[config.mk]
export PLATFORM = sky130hd
export DESIGN_NAME = hvac_sequencer_flat
export DESIGN_NICKNAME = d
export VERILOG_FILES = /design/src/rtl/hvac_pkg.sv /design/src/rtl/hvac_sequencer_if.sv /design/src/rtl/hvac_tick_timer.sv /design/src/rtl/hvac_sequencer.sv /design/src/flat_wrapper.sv
export SDC_FILE = /design/constraint.sdc
export NUM_CORES = 1
export LEC_CHECK = 0
export CAP_MARGIN = 20
export CORE_ASPECT_RATIO = 2
export CORE_MARGIN = 5
export CORE_UTILIZATION = 40
export CTS_BUF_LIST = sky130_fd_sc_hd__clkbuf_8
export DETAILED_ROUTE_END_ITERATION = 12
export SLEW_MARGIN = 20
export SYNTH_ARGS = -nofsm -noshare
export SYNTH_HDL_FRONTEND = slang
export SYNTH_SLANG_ARGS = --single-unit
[constraint.sdc]
create_clock -name clk -period 3 [get_ports clk]
set_input_delay 0.6 -clock clk [delete_from_list [all_inputs] [get_ports clk]]
set_output_delay 0.6 -clock clk [all_outputs]
set_load 0.005 [all_outputs]
[src/rtl/hvac_pkg.sv]
// Shared types and helpers for the HVAC sequencer: state encoding, fault
// debounce depth and the threshold-flag consistency check.
package hvac_pkg;

    typedef enum logic [2:0] {
        ST_OFF   = 3'd0,
        ST_VENT  = 3'd1,
        ST_COOL  = 3'd2,
        ST_HEAT  = 3'd3,
        ST_RUNON = 3'd4,
        ST_FAULT = 3'd5
    } state_t;

    localparam int unsigned FLT_TICKS = 2;

    // Flags describe one temperature; any pair that cannot hold together marks a sensor fault.
    function automatic logic incons(
        input logic tgt27,
        input logic tgt23,
        input logic tlt23,
        input logic tlt22,
        input logic tgt18,
        input logic tlt15
    );
        return (tgt27 & ~tgt23) | (tgt23 & tlt23) | (tlt22 & ~tlt23) |
               (tgt18 & tlt15)  | (tlt15 & ~tlt22) | (tgt23 & ~tgt18);
    endfunction

endpackage

[src/rtl/hvac_sequencer_if.sv]
// Sensor/actuator bundle between the threshold comparators, the sequencer
// and the actuator drivers.
interface hvac_sequencer_if;

    logic       tick;
    logic       enable;
    logic       tgt27;
    logic       tgt23;
    logic       tlt23;
    logic       tlt22;
    logic       tgt18;
    logic       tlt15;
    logic       fan;
    logic       heater;
    logic       ac;
    logic [2:0] state_o;
    logic       ac_locked;
    logic       fault;

    modport master (
        output tick, enable, tgt27, tgt23, tlt23, tlt22, tgt18, tlt15,
        input  fan, heater, ac, state_o, ac_locked, fault
    );

    modport slave (
        input  tick, enable, tgt27, tgt23, tlt23, tlt22, tgt18, tlt15,
        output fan, heater, ac, state_o, ac_locked, fault
    );

endinterface

[src/rtl/hvac_tick_timer.sv]
// Loadable down-counter advanced by the timebase strobe; reports when it has
// reached zero. A load on the same edge as a tick takes precedence.
module hvac_tick_timer #(
    parameter int unsigned CNT_W   = 8,
    parameter int unsigned RST_VAL = 0
) (
    input  logic             clk,
    input  logic             rst_n,
    input  logic             tick,
    input  logic             load,
    input  logic [CNT_W-1:0] load_val,
    output logic             zero
);

    logic [CNT_W-1:0] cnt;

    always_ff @(posedge clk or negedge rst_n) begin
        if (!rst_n) begin
            cnt <= CNT_W'(RST_VAL);
        end else if (load) begin
            cnt <= load_val;
        end else if (tick && (cnt != '0)) begin
            cnt <= cnt - 1'b1;
        end
    end

    assign zero = (cnt == '0);

endmodule

[src/rtl/hvac_sequencer.sv]
// Fan/heater/AC sequencer with hysteresis, compressor min-on, AC restart
// lockout, fan run-on and debounced sensor-fault shutdown.
module hvac_sequencer
    import hvac_pkg::*;
#(
    parameter int unsigned MIN_ON_S  = 60,
    parameter int unsigned MIN_OFF_S = 180,
    parameter int unsigned RUNON_S   = 30,
    parameter int unsigned CNT_W     = 8
) (
    input  logic              clk,
    input  logic              rst_n,
    hvac_sequencer_if.slave   io
);

    state_t           state;
    state_t           nxt;
    logic [1:0]       flt_cnt;
    logic [1:0]       flt_nxt;
    logic [1:0]       ok_cnt;
    logic [1:0]       ok_nxt;
    logic             incons_w;
    logic             run_zero;
    logic             lock_zero;
    logic             run_load;
    logic             lock_load;
    logic [CNT_W-1:0] run_val;
    logic             fan_r;
    logic             heater_r;
    logic             ac_r;
    logic             fault_r;

    assign incons_w = incons(io.tgt27, io.tgt23, io.tlt23, io.tlt22, io.tgt18, io.tlt15);

    always_comb begin
        flt_nxt = flt_cnt;
        if (io.tick) begin
            if (!incons_w) begin
                flt_nxt = '0;
            end else if (flt_cnt != 2'(FLT_TICKS)) begin
                flt_nxt = flt_cnt + 2'd1;
            end
        end
    end

    // Consecutive clean ticks while in FAULT; held at zero everywhere else.
    always_comb begin
        ok_nxt = '0;
        if (state == ST_FAULT) begin
            ok_nxt = ok_cnt;
            if (io.tick) begin
                if (incons_w) begin
                    ok_nxt = '0;
                end else if (ok_cnt != 2'(FLT_TICKS)) begin
                    ok_nxt = ok_cnt + 2'd1;
                end
            end
        end
    end

    always_comb begin
        nxt = state;
        if ((state != ST_FAULT) && (flt_nxt == 2'(FLT_TICKS))) begin
            nxt = ST_FAULT;
        end else begin
            case (state)
                ST_FAULT: begin
                    if (ok_nxt == 2'(FLT_TICKS)) nxt = ST_OFF;
                end
                ST_OFF: begin
                    if (io.enable) begin
                        if (io.tgt27 && lock_zero) nxt = ST_COOL;
                        else if (io.tlt15)         nxt = ST_HEAT;
                        else if (io.tgt23)         nxt = ST_VENT;
                    end
                end
                ST_VENT: begin
                    if (!io.enable)                 nxt = ST_OFF;
                    else if (io.tgt27 && lock_zero) nxt = ST_COOL;
                    else if (!io.tgt23)             nxt = ST_OFF;
                end
                ST_COOL: begin
                    if (!io.enable || (io.tlt23 && run_zero)) nxt = ST_RUNON;
                end
                ST_HEAT: begin
                    if (!io.enable || (io.tgt18 && run_zero)) nxt = ST_RUNON;
                end
                ST_RUNON: begin
                    if (run_zero) nxt = ST_OFF;
                end
                default: nxt = ST_OFF;
            endcase
        end
    end

    assign run_load  = (nxt != state) &&
                       ((nxt == ST_COOL) || (nxt == ST_HEAT) || (nxt == ST_RUNON));
    assign run_val   = (nxt == ST_RUNON) ? CNT_W'(RUNON_S) : CNT_W'(MIN_ON_S);
    assign lock_load = (state == ST_COOL) && (nxt != ST_COOL);

    hvac_tick_timer #(
        .CNT_W   (CNT_W),
        .RST_VAL (0)
    ) u_run_timer (
        .clk      (clk),
        .rst_n    (rst_n),
        .tick     (io.tick),
        .load     (run_load),
        .load_val (run_val),
        .zero     (run_zero)
    );

    hvac_tick_timer #(
        .CNT_W   (CNT_W),
        .RST_VAL (MIN_OFF_S)
    ) u_lock_timer (
        .clk      (clk),
        .rst_n    (rst_n),
        .tick     (io.tick),
        .load     (lock_load),
        .load_val (CNT_W'(MIN_OFF_S)),
        .zero     (lock_zero)
    );

    // Actuator drives are decoded from the next state so they change with the state register.
    always_ff @(posedge clk or negedge rst_n) begin
        if (!rst_n) begin
            state    <= ST_OFF;
            flt_cnt  <= '0;
            ok_cnt   <= '0;
            fan_r    <= 1'b0;
            heater_r <= 1'b0;
            ac_r     <= 1'b0;
            fault_r  <= 1'b0;
        end else begin
            state    <= nxt;
            flt_cnt  <= flt_nxt;
            ok_cnt   <= ok_nxt;
            fan_r    <= (nxt == ST_VENT) || (nxt == ST_COOL) ||
                        (nxt == ST_HEAT) || (nxt == ST_RUNON);
            heater_r <= (nxt == ST_HEAT);
            ac_r     <= (nxt == ST_COOL);
            fault_r  <= (nxt == ST_FAULT);
        end
    end

    assign io.fan       = fan_r;
    assign io.heater    = heater_r;
    assign io.ac        = ac_r;
    assign io.fault     = fault_r;
    assign io.state_o   = state;
    assign io.ac_locked = ~lock_zero;

endmodule

[src/flat_wrapper.sv]
// flat-port wrapper written by rule: the top's interface ports become plain ports
module hvac_sequencer_flat import hvac_pkg::*;
#(
    parameter int unsigned MIN_ON_S  = 60,
    parameter int unsigned MIN_OFF_S = 180,
    parameter int unsigned RUNON_S   = 30,
    parameter int unsigned CNT_W     = 8
)
  (clk, rst_n, io_tick, io_enable, io_tgt27, io_tgt23, io_tlt23, io_tlt22, io_tgt18, io_tlt15, io_fan, io_heater, io_ac, io_state_o, io_ac_locked, io_fault);
  hvac_sequencer_if io_i ();
  input  logic clk;
  input  logic rst_n;
  input wire logic [$bits(io_i.tick)-1:0] io_tick;
  input wire logic [$bits(io_i.enable)-1:0] io_enable;
  input wire logic [$bits(io_i.tgt27)-1:0] io_tgt27;
  input wire logic [$bits(io_i.tgt23)-1:0] io_tgt23;
  input wire logic [$bits(io_i.tlt23)-1:0] io_tlt23;
  input wire logic [$bits(io_i.tlt22)-1:0] io_tlt22;
  input wire logic [$bits(io_i.tgt18)-1:0] io_tgt18;
  input wire logic [$bits(io_i.tlt15)-1:0] io_tlt15;
  output wire logic [$bits(io_i.fan)-1:0] io_fan;
  output wire logic [$bits(io_i.heater)-1:0] io_heater;
  output wire logic [$bits(io_i.ac)-1:0] io_ac;
  output wire logic [$bits(io_i.state_o)-1:0] io_state_o;
  output wire logic [$bits(io_i.ac_locked)-1:0] io_ac_locked;
  output wire logic [$bits(io_i.fault)-1:0] io_fault;
  assign io_i.tick = io_tick;
  assign io_i.enable = io_enable;
  assign io_i.tgt27 = io_tgt27;
  assign io_i.tgt23 = io_tgt23;
  assign io_i.tlt23 = io_tlt23;
  assign io_i.tlt22 = io_tlt22;
  assign io_i.tgt18 = io_tgt18;
  assign io_i.tlt15 = io_tlt15;
  assign io_fan = io_i.fan;
  assign io_heater = io_i.heater;
  assign io_ac = io_i.ac;
  assign io_state_o = io_i.state_o;
  assign io_ac_locked = io_i.ac_locked;
  assign io_fault = io_i.fault;
  hvac_sequencer #(.MIN_ON_S(MIN_ON_S), .MIN_OFF_S(MIN_OFF_S), .RUNON_S(RUNON_S), .CNT_W(CNT_W)) u_core (.clk(clk), .rst_n(rst_n), .io(io_i));
endmodule
**Run 1: port wiring**

Scale: 6 px per µm.
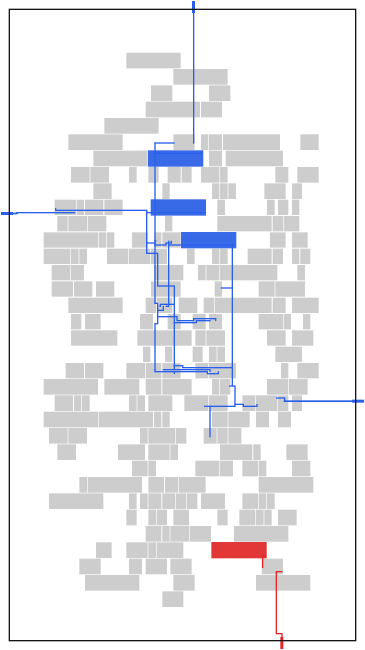
Key: blue = io_state_o [bits 3, direction output, edge 1 east, 1 west, 1 north, end cells 3, buffers 3, wire 276 µm]; red = io_ac [bits 1, direction output, edge south, end cells 1, buffers 1, wire 15.4 µm]
Top-Level Pins: 18
PortBufs: 17

**Run 1: routed clock nets over the placement**

Scale: 6 px per µm.
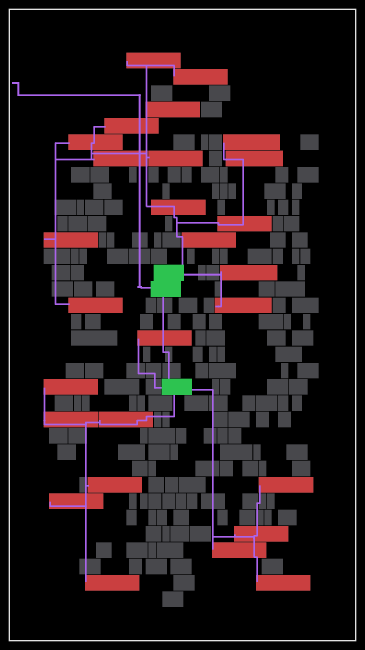
Key: green = clock-net drivers [count 3]; purple = clock wires [length 372 µm]; red = flip-flops [count 27]
There are 4 routed clock nets.
worst-case clock skew: 2.51 ps
clock latency of the later-clocked register in the worst-skew pair: 270 ps
clock network fraction of total power: 11.4%
P_clk: 0.216 mW

==> results.txt, run 1 <==
Net count after synthesis -> 211
Die Y-Extent -> 105 µm
Max VDD drop -> 0.554 mV
Critical Path Start Type -> flip-flop
Fraction of registers with async set or reset after synthesis -> 100%
Antenna diode instance count -> 0
Data required time at the worst endpoint -> 2400 ps
Count of antenna-violating nets left after detailed routing -> 0
Maximum achievable frequency -> 351 MHz
Startpoint of the most critical hold path -> u_core.ok_cnt[1]$_DFF_PN0_
Max stage delay on crit path -> 510 ps
Gate family responsible for the most delay along the worst path -> simple AND/OR/NAND/NOR gates
Slack of the worst reg-to-reg path -> 660 ps
Area fraction in xor and xnor cells -> 4.85%
Fraction of the mapped netlist area in simple logic gates -> 27.1%
Mapped Avg Cell Area -> 9.21 µm²
Via count of the routed design -> 1570
Flop Count -> 27
Dominant logic cell types in the final layout -> sky130_fd_sc_hd__dfrtp_1 (23), sky130_fd_sc_hd__nor2_1 (20), sky130_fd_sc_hd__nand2_1 (19)
Die outline area -> 0.00604 mm²
Outcome -> finished, final reports clean
Growth of design area from synthesis to finish -> 17.6%
Clock Path Buffers -> 2
Cells on worst reg2reg path -> 7
Top cell by count, worst path -> sky130_fd_sc_hd__inv_1
Power density of the placed cells -> 896 mW/mm²
Count of plain and timing-repair buffers in the layout -> 23
Global-route track usage on met2 -> 31.6%
Clock-pin transition on the worst setup and hold timing paths -> 100 ps
Pin count of the biggest net entering global routing -> 28
Combinational power -> 0.964 mW
Clock buffer count -> 3
NetSw -> 0.841 mW
Post-synthesis chip area from yosys -> 0.00180 mm²
Post-synthesis instance area -> 0.00180 mm²
Power of the sequential group -> 0.721 mW
Number of detailed-routing iterations run before antenna repair -> 4
Met1 Usage GRT -> 16.1%
CP cell instances -> inv_1 -> ha_1 -> or4b_4 -> nor2_2 -> inv_1 -> clkdlybuf4s50_1
Yosys Instances -> 196
Tightest Pin Transition -> 686 ps
Worst slew margin relative to its limit -> 54.2%
Sequential group share of total power -> 37.9%
Number of warnings the tools reported -> 27
Capture instance of the worst register-to-register path -> u_core.u_lock_timer.cnt[6]$_DFFE_PN0P_
TNS Setup -> 0 ps
Via count normalized by instance count -> 5.75
**Run 1: cell classes on the final placement**

Scale: 3 px per µm.
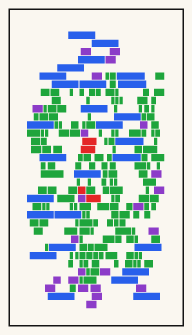
Key: purple = remaining buffers and delay cells [cells 23, share of their area 10%]; red = clock drivers and dummy loads [cells 4, share of their area 2.4%]; blue = sequential cells [cells 27, share of their area 33%]; green = remaining logic cells [cells 165, share of their area 54%]
sequential share of cell area: 32.1%
site row count: 34
core outline area: 0.00438 mm²
utilization after layout: 48.4%
final instance area: 0.00212 mm²

## run 1: metrics by stage
step	instances	hold WS, ps
floorplan	196	304
finish	273	591
detailed placement	269	592
global placement	269	559
CTS	273	606
global route	273	642
## run 1: cell families (layout without fill, tap and decap cells)
logic type	Yosys count	in the layout
fa+ha+maj	5	5
mux	5	5
buf+inv	18	41
xor+xnor	10	10
compound gates	45	45
simple gates	86	86
flops	27	27
## run 1: cells in the mapped netlist, types with 2 or more instances
master	count
sky130_fd_sc_hd__dfrtp_1	23
sky130_fd_sc_hd__nor2_1	21
sky130_fd_sc_hd__nand2_1	19
sky130_fd_sc_hd__inv_1	13
sky130_fd_sc_hd__xnor2_1	7
sky130_fd_sc_hd__a21oi_1	6
sky130_fd_sc_hd__nand3_1	6
sky130_fd_sc_hd__nor3_1	6
sky130_fd_sc_hd__a311oi_1	5
sky130_fd_sc_hd__ha_1	5
sky130_fd_sc_hd__o21ai_0	5
sky130_fd_sc_hd__a31oi_1	4
sky130_fd_sc_hd__dfstp_2	4
sky130_fd_sc_hd__nand2b_1	4
sky130_fd_sc_hd__and3_1	3
sky130_fd_sc_hd__mux2_2	3
sky130_fd_sc_hd__nor4b_1	3
sky130_fd_sc_hd__o311ai_1	3
sky130_fd_sc_hd__o31ai_1	3
sky130_fd_sc_hd__or3_1	3
sky130_fd_sc_hd__xor2_1	3
sky130_fd_sc_hd__a21bo_2	2
sky130_fd_sc_hd__and2_1	2
sky130_fd_sc_hd__clkbuf_1	2
sky130_fd_sc_hd__mux2i_1	2
sky130_fd_sc_hd__nand3b_1	2
sky130_fd_sc_hd__nand4b_1	2
sky130_fd_sc_hd__nor2b_1	2
sky130_fd_sc_hd__nor3b_1	2
sky130_fd_sc_hd__nor4_1	2
sky130_fd_sc_hd__o211ai_1	2
==> inputs of run 2 (changes only) <==
Settings changed: CAP_MARGIN 20 to 10, CTS_BUF_LIST sky130_fd_sc_hd__clkbuf_8 to sky130_fd_sc_hd__clkbuf_4 sky130_fd_sc_hd__clkbuf_8 sky130_fd_sc_hd__clkbuf_16, MAX_ROUTING_LAYER from default to met4.
==> run 2 against run 1 <==
  * Sequential power is essentially flat
  * Area after synthesis is the same
  * First-iteration DRC count grew 37%
  * Sequential share of layout area shrank 0.11 points
  * Total power grew 1.2%
  * Global-route usage grew 0.81 points
  * Wire length grew 4.4%
  * Non-clock buffer count grew 1
  * Synthesized cell count is the same
  * Sequential cell count is the same
  * Setup slack lost 7.0 ps
  * Critical path depth is the same
  * Largest power group unchanged
  * Highest routed layer unchanged
==> results.txt, run 2 <==
Post-synthesis chip area from yosys -> 0.00180 mm² (unchanged)
Top-Level Pins -> 18 (unchanged)
Most frequently used cell type in the post-synthesis netlist -> sky130_fd_sc_hd__dfrtp_1
Worst slew margin relative to its limit -> 53.0% (-1.3 points)
Power density of the placed cells -> 904 mW/mm² (+0.89%)
Maximum achievable frequency -> 350 MHz (-0.25%)
Total leakage power -> 0.847 nW
Clock network fraction of total power -> 11.5% (about the same)
TNS Setup -> 0 ps (unchanged)
Critical Path Start Type -> flip-flop
CP cell instances -> inv_1 -> ha_1 -> or4b_4 -> nor2_2 -> inv_1 -> clkdlybuf4s50_1
Capture instance of the worst register-to-register path -> u_core.u_lock_timer.cnt[6]$_DFFE_PN0P_
Count of antenna-violating nets left after detailed routing -> 0 (unchanged)
Cells on worst reg2reg path -> 7 (unchanged)
Startpoint of the most critical hold path -> u_core.ok_cnt[1]$_DFF_PN0_
Max VDD drop -> 0.491 mV (-11%)
Clock Path Buffers -> 2 (unchanged)
Clock-pin transition on the worst setup and hold timing paths -> 100 ps (about the same)
Max stage delay on crit path -> 510 ps (about the same)
Final instance area -> 0.00213 mm² (+0.35%)
Number of detailed-routing iterations run before antenna repair -> 4 (unchanged)
Net switching fraction of the power -> 44.0%
Utilization after layout -> 48.6% (+0.17 points)
Outcome -> finished, final reports clean
Core outline area -> 0.00438 mm² (unchanged)
Net count after synthesis -> 211 (unchanged)
Slack of the worst reg-to-reg path -> 600 ps (-60 ps)
Classification of the worst-slack hold path -> reg -> reg
Pin count of the biggest net entering global routing -> 28 (unchanged)
Via count normalized by instance count -> 5.94 (+3.3%)
Gate family responsible for the most delay along the worst path -> simple AND/OR/NAND/NOR gates
Number of warnings the tools reported -> 27 (unchanged)
Mapped Avg Cell Area -> 9.21 µm² (unchanged)
Final Hold Viols -> 0
Yosys Instances -> 196 (unchanged)
Buffering stage count on the worst path with inverters included -> 3
Site row count -> 34 (unchanged)
Top cell by count, worst path -> sky130_fd_sc_hd__inv_1
NetSw -> 0.848 mW (+0.74%)
Die outline area -> 0.00604 mm² (unchanged)
Dominant logic cell types in the final layout -> sky130_fd_sc_hd__dfrtp_1 (23), sky130_fd_sc_hd__nor2_1 (20), sky130_fd_sc_hd__nand2_1 (19)
Fraction of registers with async set or reset after synthesis -> 100% (unchanged)
Data required time at the worst endpoint -> 2400 ps (about the same)
Most numerous cell types in the synthesized netlist -> sky130_fd_sc_hd__dfrtp_1 (23), sky130_fd_sc_hd__nor2_1 (21), sky130_fd_sc_hd__nand2_1 (19)
Die Y-Extent -> 105 µm (unchanged)
Sequential group share of total power -> 37.6% (-0.3 points)
Time the final worst path needs with I/O delays and setup -> 2860 ps
Post-synthesis instance area -> 0.00180 mm² (unchanged)
run 2: cell count changes in the layout (fill, tap and decap cells not counted):
| cell | previous run | this run |
|---|---|---|
| sky130_fd_sc_hd__clkinvlp_4 | 1 | 0 |
| sky130_fd_sc_hd__clkbuf_4 | 0 | 1 |
| sky130_fd_sc_hd__buf_4 | 6 | 7 |
run 2: power groups by stage:
stage	Combinational (mW)	Sequential, mW	Clock, mW
3_5_place_dp	0.975	0.728	0
2_1_floorplan	0.679	0.678	0
3_3_place_gp	0.948	0.721	0
6_report	0.979	0.724	0.222
5_1_grt	1.08	0.747	0.239
4_1_cts	0.980	0.720	0.226
run 2: kinds of logic after synthesis:
group | share of synthesized area, %
compound gates | 19.8
xor+xnor | 4.85
fa+ha+maj | 3.47
buf+inv | 4.02
flops | 37.7
mux | 2.98
simple gates | 27.1
run 2: timing repair:
item,4_1_cts,5_1_grt
setup endpoints to repair,0,1
setup buffers,0,0
resized,0,2
run 2: through the flow:
stage                     cells  hold WS (ps)
after floorplan             196           304
after global placement      270           558
after detailed placement    270           580
after CTS                   274           593
after global routing        274           639
final                       274           584
run 2: layout make-up:
class | instances | area (µm²) | share of cell area, %
well taps | 54 | 67.6 | 3.17
repair buffers | 24 | 223 | 10.5
clock buffers | 4 | 48.8 | 2.29
flip-flops and latches | 27 | 681 | 32.0
inverters | 14 | 52.6 | 2.47
multi-input cells | 151 | 1060 | 49.6
run 2: routing by layer:
metal	track usage [%]	part of all wire, %	vias to the layer above
met3	1.85	2.1	17
met5	-	0	-
met4	10.3	3.9	0
li1	-	-	771
met1	15.8	36	804
met2	30.6	58	36
**Run 2: routed clock nets over the placement**

Scale: 6 px per µm.
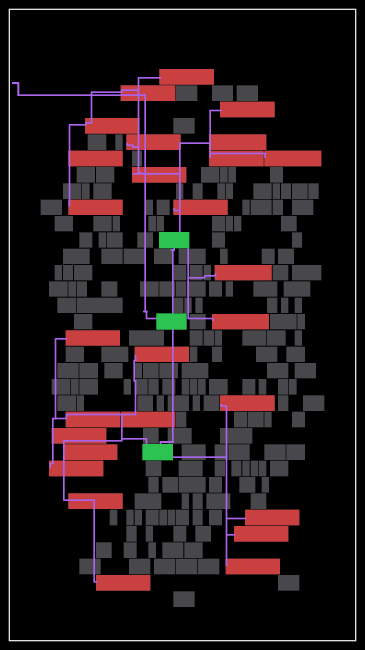
Key: red = flip-flops [count 27]; purple = clock wires [length 379 µm]; green = clock-net drivers [count 3]
There are 4 routed clock nets.
clock latency of the later-clocked register in the worst-skew pair: 280 ps
worst-case clock skew: 7.56 ps

**Run 2: metal 3**

Scale: 4 px per µm.
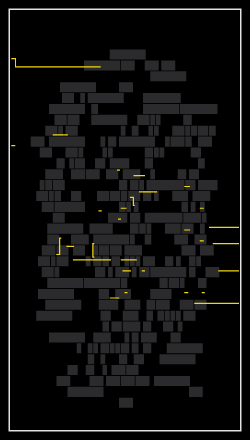
The longest straight run is 21.2 µm. The wires run mostly horizontal.
met3 track demand over resource: 1.85%
via count of the routed design: 1628
WL final: 4.79 mm

Power figures rest on the tool's default switching activity, not on a simulated workload.
